## config.mk

```make
export PLATFORM = sky130hd
export DESIGN_NAME = ex_stage
export DESIGN_NICKNAME = d
export VERILOG_FILES = /design/src/rtl/alu_pkg.sv /design/src/rtl/alu.sv /design/src/rtl/ex_stage.sv
export SDC_FILE = /design/constraint.sdc
export NUM_CORES = 1
export LEC_CHECK = 0
export CAP_MARGIN = 20
export CORE_MARGIN = 10
export CORE_UTILIZATION = 35
export CTS_BUF_LIST = sky130_fd_sc_hd__clkbuf_16
export DETAILED_ROUTE_END_ITERATION = 16
export PLACE_DENSITY = 0.57
export SETUP_SLACK_MARGIN = 0.4
export SLEW_MARGIN = 20
export SYNTH_ARGS = -nofsm -noshare
export SYNTH_HDL_FRONTEND = slang
export SYNTH_SLANG_ARGS = --single-unit
```

## constraint.sdc

```tcl
create_clock -name clk -period 4.3 [get_ports clk]
set_input_delay 0.645 -clock clk [delete_from_list [all_inputs] [get_ports clk]]
set_output_delay 0.645 -clock clk [all_outputs]
set_load 0.01 [all_outputs]
```

## src/rtl/alu_pkg.sv

```systemverilog
// Shared ALU definitions: op-code enumeration and default datapath width.
// Imported by the ALU and by every pipeline stage that carries an op-code.
package alu_pkg;

  localparam int ALU_DATA_WIDTH = 32;

  typedef enum logic [2:0] {
    ALU_ADD = 3'd0,
    ALU_SUB = 3'd1,
    ALU_AND = 3'd2,
    ALU_OR  = 3'd3,
    ALU_XOR = 3'd4,
    ALU_SLT = 3'd5,
    ALU_SLL = 3'd6,
    ALU_SRL = 3'd7
  } alu_op_e;

endpackage

```

## src/rtl/alu.sv

```systemverilog
// Combinational ALU, zero latency, no flow control.
// carry = unsigned carry-out for ADD, borrow (a < b unsigned) for SUB; 0 otherwise.
module alu
  import alu_pkg::*;
#(
  parameter int W = ALU_DATA_WIDTH
) (
  input  logic [W-1:0] a_i,
  input  logic [W-1:0] b_i,
  input  alu_op_e      op_i,
  output logic [W-1:0] result_o,
  output logic         zero_o,
  output logic         carry_o,
  output logic         overflow_o
);

  localparam int SW = $clog2(W);

  logic [W:0] sum;
  logic [W:0] diff;

  assign sum  = {1'b0, a_i} + {1'b0, b_i};
  assign diff = {1'b0, a_i} - {1'b0, b_i};

  always_comb begin
    result_o   = '0;
    carry_o    = 1'b0;
    overflow_o = 1'b0;
    unique case (op_i)
      ALU_ADD: begin
        result_o   = sum[W-1:0];
        carry_o    = sum[W];
        overflow_o = (a_i[W-1] == b_i[W-1]) && (sum[W-1] != a_i[W-1]);
      end
      ALU_SUB: begin
        result_o   = diff[W-1:0];
        carry_o    = diff[W];
        overflow_o = (a_i[W-1] != b_i[W-1]) && (diff[W-1] != a_i[W-1]);
      end
      ALU_AND: result_o = a_i & b_i;
      ALU_OR:  result_o = a_i | b_i;
      ALU_XOR: result_o = a_i ^ b_i;
      ALU_SLT: result_o = {{(W-1){1'b0}}, ($signed(a_i) < $signed(b_i))};
      ALU_SLL: result_o = a_i << b_i[SW-1:0];
      ALU_SRL: result_o = a_i >> b_i[SW-1:0];
      default: result_o = '0;
    endcase
    zero_o = (result_o == '0);
  end

endmodule

```

## src/rtl/ex_stage.sv

```systemverilog
// Two-slot execute stage (S1 operands -> ALU -> S2 result), 2-edge latency, 1 bundle/cycle.
// Valid/ready both sides; S2 holds under out_ready low, in_ready drops once both slots are full.
module ex_stage
  import alu_pkg::*;
#(
  parameter int DATA_WIDTH = ALU_DATA_WIDTH,
  parameter int TAG_WIDTH  = 5
) (
  input  logic                  clk,
  input  logic                  rst_n,
  input  logic                  in_valid,
  output logic                  in_ready,
  input  logic [DATA_WIDTH-1:0] in_a,
  input  logic [DATA_WIDTH-1:0] in_b,
  input  alu_op_e               in_op,
  input  logic [TAG_WIDTH-1:0]  in_tag,
  input  logic                  flush,
  output logic                  out_valid,
  input  logic                  out_ready,
  output logic [DATA_WIDTH-1:0] out_result,
  output logic                  out_zero,
  output logic                  out_carry,
  output logic                  out_overflow,
  output logic [TAG_WIDTH-1:0]  out_tag,
  output logic [31:0]           retired
);

  logic                  s1_valid_q, s1_valid_d;
  logic [DATA_WIDTH-1:0] s1_a_q, s1_a_d, s1_b_q, s1_b_d;
  alu_op_e               s1_op_q, s1_op_d;
  logic [TAG_WIDTH-1:0]  s1_tag_q, s1_tag_d;

  logic                  s2_valid_q, s2_valid_d;
  logic [DATA_WIDTH-1:0] s2_result_q, s2_result_d;
  logic                  s2_zero_q, s2_zero_d;
  logic                  s2_carry_q, s2_carry_d;
  logic                  s2_ovf_q, s2_ovf_d;
  logic [TAG_WIDTH-1:0]  s2_tag_q, s2_tag_d;
  logic [31:0]           retired_q, retired_d;

  logic [DATA_WIDTH-1:0] alu_result;
  logic                  alu_zero, alu_carry, alu_ovf;
  logic                  accept, advance, out_hs;

  alu #(.W(DATA_WIDTH)) u_alu (
    .a_i        (s1_a_q),
    .b_i        (s1_b_q),
    .op_i       (s1_op_q),
    .result_o   (alu_result),
    .zero_o     (alu_zero),
    .carry_o    (alu_carry),
    .overflow_o (alu_ovf)
  );

  assign advance  = s1_valid_q && (!s2_valid_q || out_ready);
  assign in_ready = !flush && (!s1_valid_q || !s2_valid_q || out_ready);
  assign accept   = in_valid && in_ready;
  assign out_hs   = s2_valid_q && out_ready;

  always_comb begin
    s1_valid_d  = s1_valid_q;
    s1_a_d      = s1_a_q;
    s1_b_d      = s1_b_q;
    s1_op_d     = s1_op_q;
    s1_tag_d    = s1_tag_q;
    s2_valid_d  = s2_valid_q;
    s2_result_d = s2_result_q;
    s2_zero_d   = s2_zero_q;
    s2_carry_d  = s2_carry_q;
    s2_ovf_d    = s2_ovf_q;
    s2_tag_d    = s2_tag_q;
    retired_d   = retired_q;

    if (accept) begin
      s1_valid_d = 1'b1;
      s1_a_d     = in_a;
      s1_b_d     = in_b;
      s1_op_d    = in_op;
      s1_tag_d   = in_tag;
    end else if (advance) begin
      s1_valid_d = 1'b0;
    end

    if (advance) begin
      s2_valid_d  = 1'b1;
      s2_result_d = alu_result;
      s2_zero_d   = alu_zero;
      s2_carry_d  = alu_carry;
      s2_ovf_d    = alu_ovf;
      s2_tag_d    = s1_tag_q;
    end else if (out_hs) begin
      s2_valid_d = 1'b0;
    end

    // A flush kills the S2 bundle too, so it is not counted as retired.
    if (out_hs && !flush) retired_d = retired_q + 32'd1;

    if (flush) begin
      s1_valid_d = 1'b0;
      s2_valid_d = 1'b0;
    end
  end

  always_ff @(posedge clk or negedge rst_n) begin
    if (!rst_n) begin
      s1_valid_q  <= 1'b0;
      s1_a_q      <= '0;
      s1_b_q      <= '0;
      s1_op_q     <= ALU_ADD;
      s1_tag_q    <= '0;
      s2_valid_q  <= 1'b0;
      s2_result_q <= '0;
      s2_zero_q   <= 1'b0;
      s2_carry_q  <= 1'b0;
      s2_ovf_q    <= 1'b0;
      s2_tag_q    <= '0;
      retired_q   <= '0;
    end else begin
      s1_valid_q  <= s1_valid_d;
      s1_a_q      <= s1_a_d;
      s1_b_q      <= s1_b_d;
      s1_op_q     <= s1_op_d;
      s1_tag_q    <= s1_tag_d;
      s2_valid_q  <= s2_valid_d;
      s2_result_q <= s2_result_d;
      s2_zero_q   <= s2_zero_d;
      s2_carry_q  <= s2_carry_d;
      s2_ovf_q    <= s2_ovf_d;
      s2_tag_q    <= s2_tag_d;
      retired_q   <= retired_d;
    end
  end

  assign out_valid    = s2_valid_q;
  assign out_result   = s2_result_q;
  assign out_zero     = s2_zero_q;
  assign out_carry    = s2_carry_q;
  assign out_overflow = s2_ovf_q;
  assign out_tag      = s2_tag_q;
  assign retired      = retired_q;

endmodule

```

### The metal 1 layer

Drawn at 2 px/micron. Supply wires on this layer in grey.
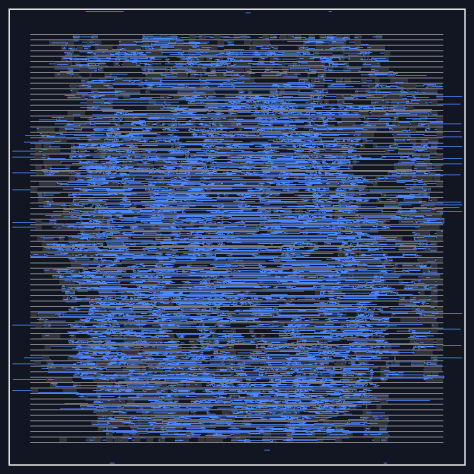
wire length on this layer: 32.2 mm
longest straight run: 92.9 microns
nets with wire on the layer: 2049
Vias: 16200
GR Util met1: 39.0%

### Signal wires on met2

Drawn at 2 px/micron.
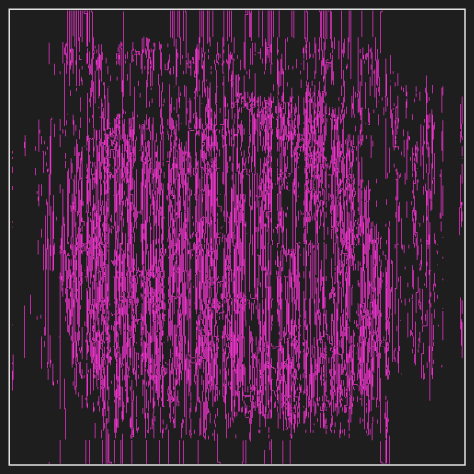
main direction: vertical
wire length on this layer: 32.3 mm

### M3 wires

Drawn at 2 px/micron.
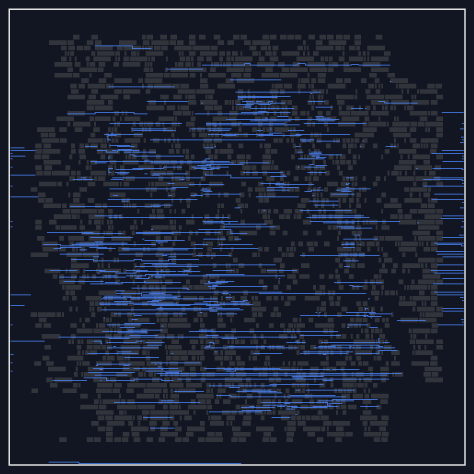
nets with wire on the layer: 338
wire length on this layer: 6940 microns

### Met4 routing

Drawn at 1.5 px/micron. Supply wires on this layer in grey.
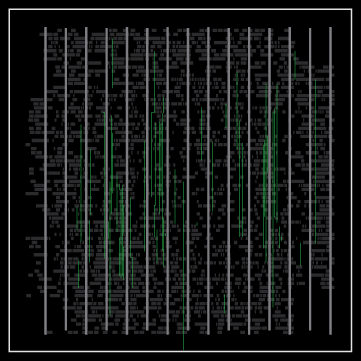
nets with wire on the layer: 46
longest straight run: 130 microns
Routed WL: 73900 microns

### Routing congestion

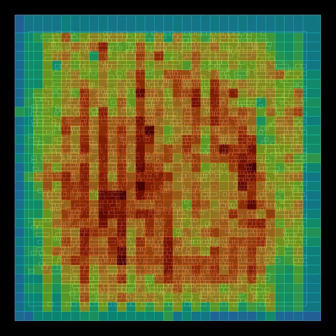
met2 Use GR: 42.0%
GR met3 Demand/Resource: 6.18%

==> impl_metrics.py <==
# Generated from Yosys and OpenROAD reports
metrics = {
    "critical_path": {
        "reg2reg_slack_ps": 370,
        "crit_path_end": "out_zero",
        "worstSetupPathType": "flip-flop to flip-flop",
        "r2r-start": "s1_op_q[2]",
        "crit_required_ps": 4690,
        "endpoint_kind": "flip-flop",
        "reg2regPathDepth": 13,
        "crit_path_max_fanout": 12,
        "worstReg2RegEnd": "out_zero",
        "start_kind": "flip-flop",
        "crit_start": "s1_op_q[2]",
        "critPathArrivalTime_ps": 4320,
    },
    "cts": {
        "h-tree-depth": 4,
        "clkSinkCount": 146,
        "cts-root-buf": "clkbuf_16",
        "clk_latency_ps": 500,
        "numCtsBuffers": 17,
        "cts_tree": "built",
        "clk_pin_slew_worst_paths_ps": 60,
        "clock_path_buffers": 2,
    },
    "drt": {
        "vias_per_cell": 6.18,
        "drt_first_pass_iters": 6,
        "drtIter0Drc": 2114,
        "drc": 0,
        "ant_nets": 0,
        "detail_route.wl_per_cell_microns": 28.2,
    },
    "logic_synthesis": {
        "edf_count": 0,
        "ys_top_cells_by_area": "dfrtp_1 24%, ha_1 8.2%, mux4_2 7.8%, mux2_2 7.4%, nand2_1 5.2%",
        "fp_nets": 1967,
        "yosysUniqueCellTypes": 78,
        "yosys_cells": 1790,
        "yosys_warnings": 0,
        "yosysSeqAreaShare_pct": 24.3,
        "async_reset_ff_share_pct": 100,
        "synthCells": 1790,
        "yosys.area.top_type": "dfrtp_1",
        "avgSynthCellArea_sq_um": 8.39,
        "yosys_area_sq_um": 15000,
        "synth-main-ff-cell": "dfrtp_1",
        "numSynthFlops": 146,
        "synth_area_sq_um": 15000,
        "synth_top_area_share_pct": 24.3,
    },
    "timing": {
        "post-route-min-period_ps": 3930,
        "clock.fmax_ghz": 0.255,
        "setup_violations": 0,
        "finalSetupTns_ps": 0,
        "tightest_slew_ps": 929,
        "slew_headroom_pct": 36.4,
        "rsz0062_at_grt": "true",
        "holdWs_ps": 137,
        "maxSlewViolCount": 0,
        "hold_violations": 0,
        "finalClockSkew_ps": 13.4,
        "finalClockPeriodUsage_pct": 91.3,
    },
    "global_route": {
        "grt_pass1_wl_microns": 107000,
        "grt_usage_pct": 28.0,
        "grt_max_degree": 95,
        "antenna_found_initial": 1,
        "grt_pass1_vias": 15700,
        "gr-total-overflow": 0,
    },
    "final_layout": {
        "finalNetCount": 2249,
        "syn_to_final_growth_pct": 33.0,
        "final_cell_count_no_fill": 2623,
        "postLayoutCellArea_sq_um": 20000,
        "most-common-layout-cells": "236 x buf_4, 206 x nand2_1, 149 x clkdlybuf4s50_1",
        "lay_top_count": "buf_4",
        "nFillCells": 4084,
        "layout-drive-gt1-share_pct": 26.0,
        "antenna_cells": 0,
    },
    "place": {
        "placed_cell_area_sq_um": 18400,
        "dpl.hpwl_microns": 56500,
        "dp_cells": 2551,
        "gp_congestion": 1.03,
        "portBuffers": 150,
    },
    "floorplan": {
        "ios": 151,
        "coreArea_sq_um": 42100,
        "fp_util_pct": 35.6,
        "dieHeight_microns": 227,
        "chip_area_sq_um": 51600,
        "num_rows": 75,
        "die_w_microns": 227,
    },
    "pwr": {
        "power_per_cell_area_nw_per_um2": 487,
        "total_power_mw": 9.72,
        "ir_drop_mv": 0.287,
        "static-leakage-power_nw": 8.44,
    },
    "worst_hold_path": {
        "hold_class": "input pin to asynchronous set/reset pin",
    },
    "job": {
        "tool_warnings": 93,
        "drv_cap": 0,
    },
    "run_status": {
        "outcome": "finished, final reports clean",
    },
}
-- per-stage QoR --
step | utilization, % | worst slack, ps
3_5_place_dp | 43.7 | -35.6
3_3_place_gp | 43.7 | -196
5_1_grt | 47.4 | 326
2_1_floorplan | - | 403
6_report | 47.4 | 373
4_1_cts | 45.8 | 370
-- Yosys cell counts (all sizes together), types with 10 or more instances --
library cell	number
nand2	208
dfrtp	146
nor2	133
o21ai	111
a21oi	104
mux2	100
ha	98
inv	98
clkbuf	95
mux4	52
buf	51
xnor2	50
mux2i	46
o22ai	41
a211oi	36
a22oi	33
nor3	32
nand3	30
o211ai	30
nor4	22
nand4	19
o31ai	19
a31oi	18
nor2b	18
nand2b	17
and3	15
xor2	11
or3	10
-- worst max-delay path, stage by stage (launching register included) --
cell and delay (ps):
dfrtp_1 660, nor2b_1 150, nand2_1 460, buf_4 290, o22a_1 200, o2111ai_1 170, nor4bb_2 370, nand4b_1 190
nor4_4 280, buf_4 160, nand4_1 200, nor4_2 220, nand4b_1 170, o41ai_2 290
-- power breakdown --
group	switching, mW	internal, mW	total (mW)
logic	3.64	2.74	6.38
clock network	0.649	0.842	1.49
registers	0.221	1.63	1.85
total	4.51	5.21	9.72
-- flip-flops by register name (all words and copies together) (netlist names) --
name / flops
out_overflow: 1
out_carry: 1
out_zero: 1
s1_a_q: 32
out_tag: 5
s1_tag_q: 5
out_valid: 1
s1_valid_q: 1
retired: 32
out_result: 32
s1_b_q: 32
s1_op_q: 3
-- cell type report --
cell class                 instances  area, sq um  share of cell area [%]
multi-input combinational       1399        10900                    54.7
timing repair buffer             409         3770                    18.9
sequential                       146         3660                    18.4
tap                              539          674                    3.38
clock buffer                      17          425                    2.13
inverter                          99          377                    1.89
clock inverter                    14          141                   0.708
-- cell families after synthesis --
| logic type | after synthesis | share of synthesized area, % |
|---|---|---|
| muxes | 198 | 18.4 |
| DFF | 146 | 24.3 |
| buffers and inverters | 245 | 6.56 |
| xor gates and xnor gates | 61 | 3.56 |
| AOI/OAI and AO/OA | 512 | 22.6 |
| adders and majority gates | 100 | 8.44 |
| and+or+nand+nor | 528 | 16.1 |
-- routing by layer --
| metal | share of wire [%] | vias to the layer above | GRT usage [%] |
|---|---|---|---|
| li1 | - | 7169 | - |
| met1 | 44 | 8068 | 39.0 |
| met2 | 44 | 851 | 42.0 |
| met3 | 9.4 | 116 | 6.18 |
| met4 | 3.4 | 2 | 9.42 |
| met5 | 0.018 | - | 0 |
-- worst min path at each step --
| stage | startpoint | endpoint | slack [ps] |
|---|---|---|---|
| 2_1_floorplan | rst_n | out_carry | 350 |
| 3_3_place_gp | s1_tag_q[1] | out_tag[1] | 440 |
| 3_5_place_dp | s1_tag_q[1] | out_tag[1] | 450 |
| 4_1_cts | rst_n | s1_a_q[13] | 160 |
| 5_1_grt | rst_n | s1_a_q[13] | 210 |
| 6_report | rst_n | s1_a_q[13] | 140 |
-- timing repair --
| item | 4_1_cts | 5_1_grt |
|---|---|---|
| pin swaps | 10 | 38 |
| gates resized | 32 | 80 |
| cloned | 3 | 4 |
| setup endpoints to repair | 7 | 6 |
| hold buffers | 0 | 0 |
| buffers inserted | 12 | 22 |
Power and IR drop assume default switching activity.
